**src/rtl/mem_bank_arbiter.sv**
```systemverilog
// Arbitrates one single-port RAM bank between the CPU port and a gfx read port.
// gfx has priority, but its run is bounded by MAX_GFX_RUN so a waiting CPU is never starved.
module mem_bank_arbiter #(
  parameter int BITS         = 16,
  parameter int ADDRESS_BITS = 14,
  parameter int MAX_GFX_RUN  = 4
) (
  input  logic                    CLK,
  input  logic                    RSTb,
  input  logic [ADDRESS_BITS-1:0] CPU_ADDR,
  input  logic [BITS-1:0]         CPU_DIN,
  input  logic                    CPU_WR,
  input  logic                    CPU_RD,
  output logic                    CPU_BUSY,
  output logic                    CPU_VALID,
  output logic [BITS-1:0]         CPU_DOUT,
  input  logic [ADDRESS_BITS-1:0] GFX_ADDR,
  input  logic                    GFX_RD,
  output logic                    GFX_BUSY,
  output logic                    GFX_VALID,
  output logic [BITS-1:0]         GFX_DOUT,
  output logic [ADDRESS_BITS-1:0] RAM_ADDR,
  output logic [BITS-1:0]         RAM_DIN,
  output logic                    RAM_WR,
  input  logic [BITS-1:0]         RAM_DOUT
);

  localparam int RUN_W = $clog2(MAX_GFX_RUN + 1);
  localparam logic [RUN_W-1:0] RUN_MAX = RUN_W'(MAX_GFX_RUN);

  localparam logic [1:0] TAG_NONE = 2'd0;
  localparam logic [1:0] TAG_CPU  = 2'd1;
  localparam logic [1:0] TAG_GFX  = 2'd2;

  logic [RUN_W-1:0] gfx_run_q, gfx_run_d;
  logic [1:0]       rd_tag_q, rd_tag_d;
  logic [BITS-1:0]  cpu_hold_q, cpu_hold_d;
  logic [BITS-1:0]  gfx_hold_q, gfx_hold_d;

  logic cpu_req;
  logic gfx_grant;
  logic cpu_grant;

  // Grants are forced off while reset is asserted, so no RAM access can start.
  always_comb begin
    cpu_req   = CPU_RD | CPU_WR;
    gfx_grant = RSTb & GFX_RD & (~cpu_req | (gfx_run_q < RUN_MAX));
    cpu_grant = RSTb & cpu_req & ~gfx_grant;
  end

  always_comb begin
    RAM_ADDR  = gfx_grant ? GFX_ADDR : CPU_ADDR;
    RAM_DIN   = CPU_DIN;
    RAM_WR    = cpu_grant & CPU_WR;
    CPU_BUSY  = cpu_req & ~cpu_grant;
    GFX_BUSY  = GFX_RD & ~gfx_grant;
    CPU_VALID = (rd_tag_q == TAG_CPU);
    GFX_VALID = (rd_tag_q == TAG_GFX);
    CPU_DOUT  = CPU_VALID ? RAM_DOUT : cpu_hold_q;
    GFX_DOUT  = GFX_VALID ? RAM_DOUT : gfx_hold_q;
  end

  always_comb begin
    gfx_run_d = gfx_run_q;
    if (gfx_grant && cpu_req) begin
      if (gfx_run_q != RUN_MAX) gfx_run_d = gfx_run_q + 1'b1;
    end else if (cpu_grant || !cpu_req) begin
      gfx_run_d = '0;
    end

    // A simultaneous read+write from the CPU is a write only, so it tags nothing.
    rd_tag_d = TAG_NONE;
    if (gfx_grant)                          rd_tag_d = TAG_GFX;
    else if (cpu_grant && CPU_RD && !CPU_WR) rd_tag_d = TAG_CPU;

    cpu_hold_d = CPU_VALID ? RAM_DOUT : cpu_hold_q;
    gfx_hold_d = GFX_VALID ? RAM_DOUT : gfx_hold_q;
  end

  always_ff @(posedge CLK) begin
    if (!RSTb) begin
      gfx_run_q  <= '0;
      rd_tag_q   <= TAG_NONE;
      cpu_hold_q <= '0;
      gfx_hold_q <= '0;
    end else begin
      gfx_run_q  <= gfx_run_d;
      rd_tag_q   <= rd_tag_d;
      cpu_hold_q <= cpu_hold_d;
      gfx_hold_q <= gfx_hold_d;
    end
  end

endmodule

```
**config.mk**
```make
export PLATFORM = sky130hd
export DESIGN_NAME = mem_bank_arbiter
export DESIGN_NICKNAME = d
export VERILOG_FILES = /design/src/rtl/mem_bank_arbiter.sv
export SDC_FILE = /design/constraint.sdc
export NUM_CORES = 1
export LEC_CHECK = 0
export ABC_AREA = 1
export ABC_CLOCK_PERIOD_IN_PS = 1500
export CAP_MARGIN = 15
export CORE_MARGIN = 2
export CORE_UTILIZATION = 35
export DETAILED_ROUTE_END_ITERATION = 6
export PLACE_DENSITY = 0.8
export SLEW_MARGIN = 40
export SYNTH_ARGS = -nofsm -noshare
export SYNTH_HDL_FRONTEND = slang
export SYNTH_SLANG_ARGS = --single-unit
```
**constraint.sdc**
```tcl
create_clock -name CLK -period 1.5 [get_ports CLK]
set_clock_uncertainty 0.15 [all_clocks]
set_input_delay 0.3 -clock CLK [delete_from_list [all_inputs] [get_ports CLK]]
set_output_delay 0.3 -clock CLK [all_outputs]
set_load 0.01 [all_outputs]
```
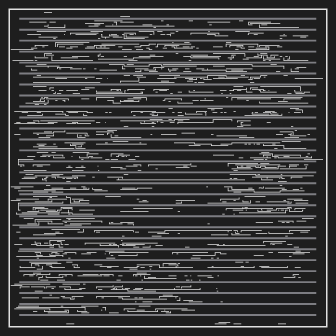
Figure 1: M1 wires.
Supply wires on this layer in grey.
- nets with wire on the layer: 459
- longest straight run: 31.7 µm
- main direction: horizontal
- share of all routed wire: 35%

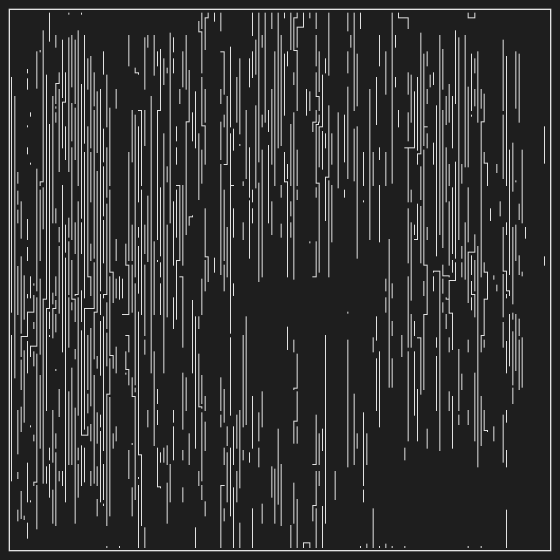
Figure 2: M2 wires.
- share of all routed wire: 56%
- main direction: vertical
- longest straight run: 40.8 µm
- nets with wire on the layer: 466
- wire length on this layer: 4230 µm
GR met2 Demand/Resource: 0.3957
drt total wl: 7.602 mm
Via Count: 2468

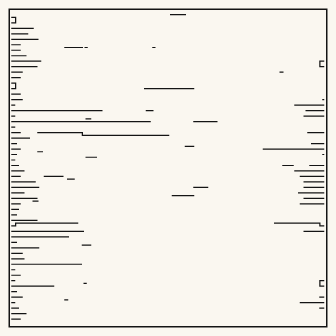
Figure 3: signal wires on met3.
- wire length on this layer: 470 µm
- longest straight run: 34.3 µm
- main direction: horizontal
- share of all routed wire: 6.2%
- nets with wire on the layer: 85
M3 GR Usage: 0.06437

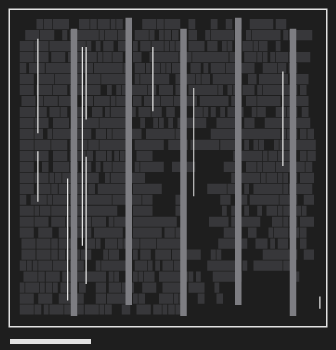
Figure 4: the metal 4 layer.
Scale bar: 20 µm. Supply wires on this layer in grey. Cells faint in the background.
- share of all routed wire: 3.0%
- main direction: vertical

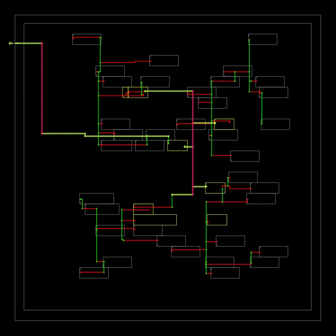
Figure 5: clock wiring as the flow saved it.
clk sink count: 37
Clock group: 0.882 mW
clock latency on the worst-skew pair: 280 ps
clkbuf count: 7

==> flow_summary.toml <==
# yosys + openroad results
[placed_design]
dp_hpwl_mm = 4.008

[run_status]
run_status = "finished, violations left"
violations = "negative setup slack"

[grt]
grt-ovfl-total = 0
grt_usage = 0.2083

[synthesis]
ff_type = "dfxtp_1"
top_area_cell = "dfxtp_1"
fp_nets = 369
avgSynthCellArea_um2 = 6.401

[die]
ios = 132
die_y_um = 78.32

[clock_network]
cts-buffers-inserted = 5
cts_root_buffer = "clkbuf_8"

[sta]
setup_violations = 52
setup_ws_ps = -350.4

[layout]
syn2layout_area_growth_pct = 112.3

[power_and_ir_drop]
combPwrFrac = 0.357

[worst_setup_path]
setup.worst_path.end_class = "primary output"

[run]
tool_warnings = 30
max_cap_viol_count = 0
[worst max-delay path: cells and delay by family, from the launching register on]
kind / cells / cell delay, ps
simple gates: 1 / 90
buf+inv: 5 / 530
flops: 1 / 360
compound gates: 1 / 130
[flip-flops by register name (all words and copies together) (netlist names)]
register and flops:
gfx_hold_q 16, cpu_hold_q 16, rd_tag_q 2, gfx_run_q 3
[logic make-up (layout without fill, tap and decap cells)]
kind of cell / after synthesis / in the layout / synth area share
flops: 37 / 37 / 0.3832
simple gates: 122 / 123 / 0.2641
compound gates: 34 / 34 / 0.08802
buf+inv: 107 / 267 / 0.2518
fa+ha+maj: 2 / 2 / 0.01294
[metal layers]
| metal | vias to the layer above | track usage | routed length [µm] |
|---|---|---|---|
| met5 | - | 0 | 0 |
| li1 | 1197 | - | - |
| met2 | 95 | 0.3957 | 4232 |
| met3 | 23 | 0.06437 | 469 |
| met4 | 0 | 0.08772 | 231 |
| met1 | 1153 | 0.2078 | 2669 |
[through the flow]
step / util / setup slack [ps] / setup TNS [ps]
2_1_floorplan: - / 145.9 / 0
3_3_place_gp: 0.5854 / -849.8 / -33060
4_1_cts: 0.6623 / -417.7 / -12910
5_1_grt: 0.7593 / -413.4 / -16130
6_report: 0.7593 / -350.4 / -13210
3_5_place_dp: 0.5854 / -867.7 / -33690
[repair_timing]
action | 4_1_cts | 5_1_grt
pin swaps | 15 | 20
setup buffers | 19 | 21
endpoints found under the setup margin | 51 | 52
gates cloned | 4 | 2
gates resized | 310 | 110
[power groups by stage]
stage / Clock, mW / Combinational, mW / Sequential [mW]
global route: 0.940 / 1.16 / 1.06
floorplan: 0 / 0.343 / 1.07
detailed placement: 0 / 0.834 / 1.08
CTS: 0.896 / 0.905 / 1.06
global placement: 0 / 0.822 / 1.07
finish: 0.882 / 1.08 / 1.06
[layout by cell type (no fill, tap or decap), drive strengths merged]
cell type and n:
nor2 39, clkinv 1, bufinv 1, clkbuf 15, a21oi 1, nand2 52
clkdlybuf4s15 1, o21ai 33, dfxtp 37, clkdlybuf4s50 44, ha 2, nand3 32
buf 128, inv 77
[path summary, 6_finish.rpt]
check	startpoint	to	slack [ps]	depth (start not counted)
worst max register to register	rd_tag_q[0]	gfx_hold_q[15]	-130	11
worst min-delay path	CPU_RD	rd_tag_q[0]	300	4
worst max-delay path	rd_tag_q[1]	CPU_DOUT[8]	-350	7
worst min register to register	gfx_run_q[0]	gfx_run_q[0]	320	1
[final cells by class]
type                    instances  area (µm²)  share of cell area
clock inverters                 1       30.03            0.007317
repair buffers                181        1617              0.3939
clock buffers                   7       86.33             0.02104
multi-input cells             159        1229              0.2994
inverters                      78       302.8             0.07378
flip-flops and latches         37       749.5              0.1826
well taps                      72       90.09             0.02195
Power is estimated from default activity; no workload was simulated.
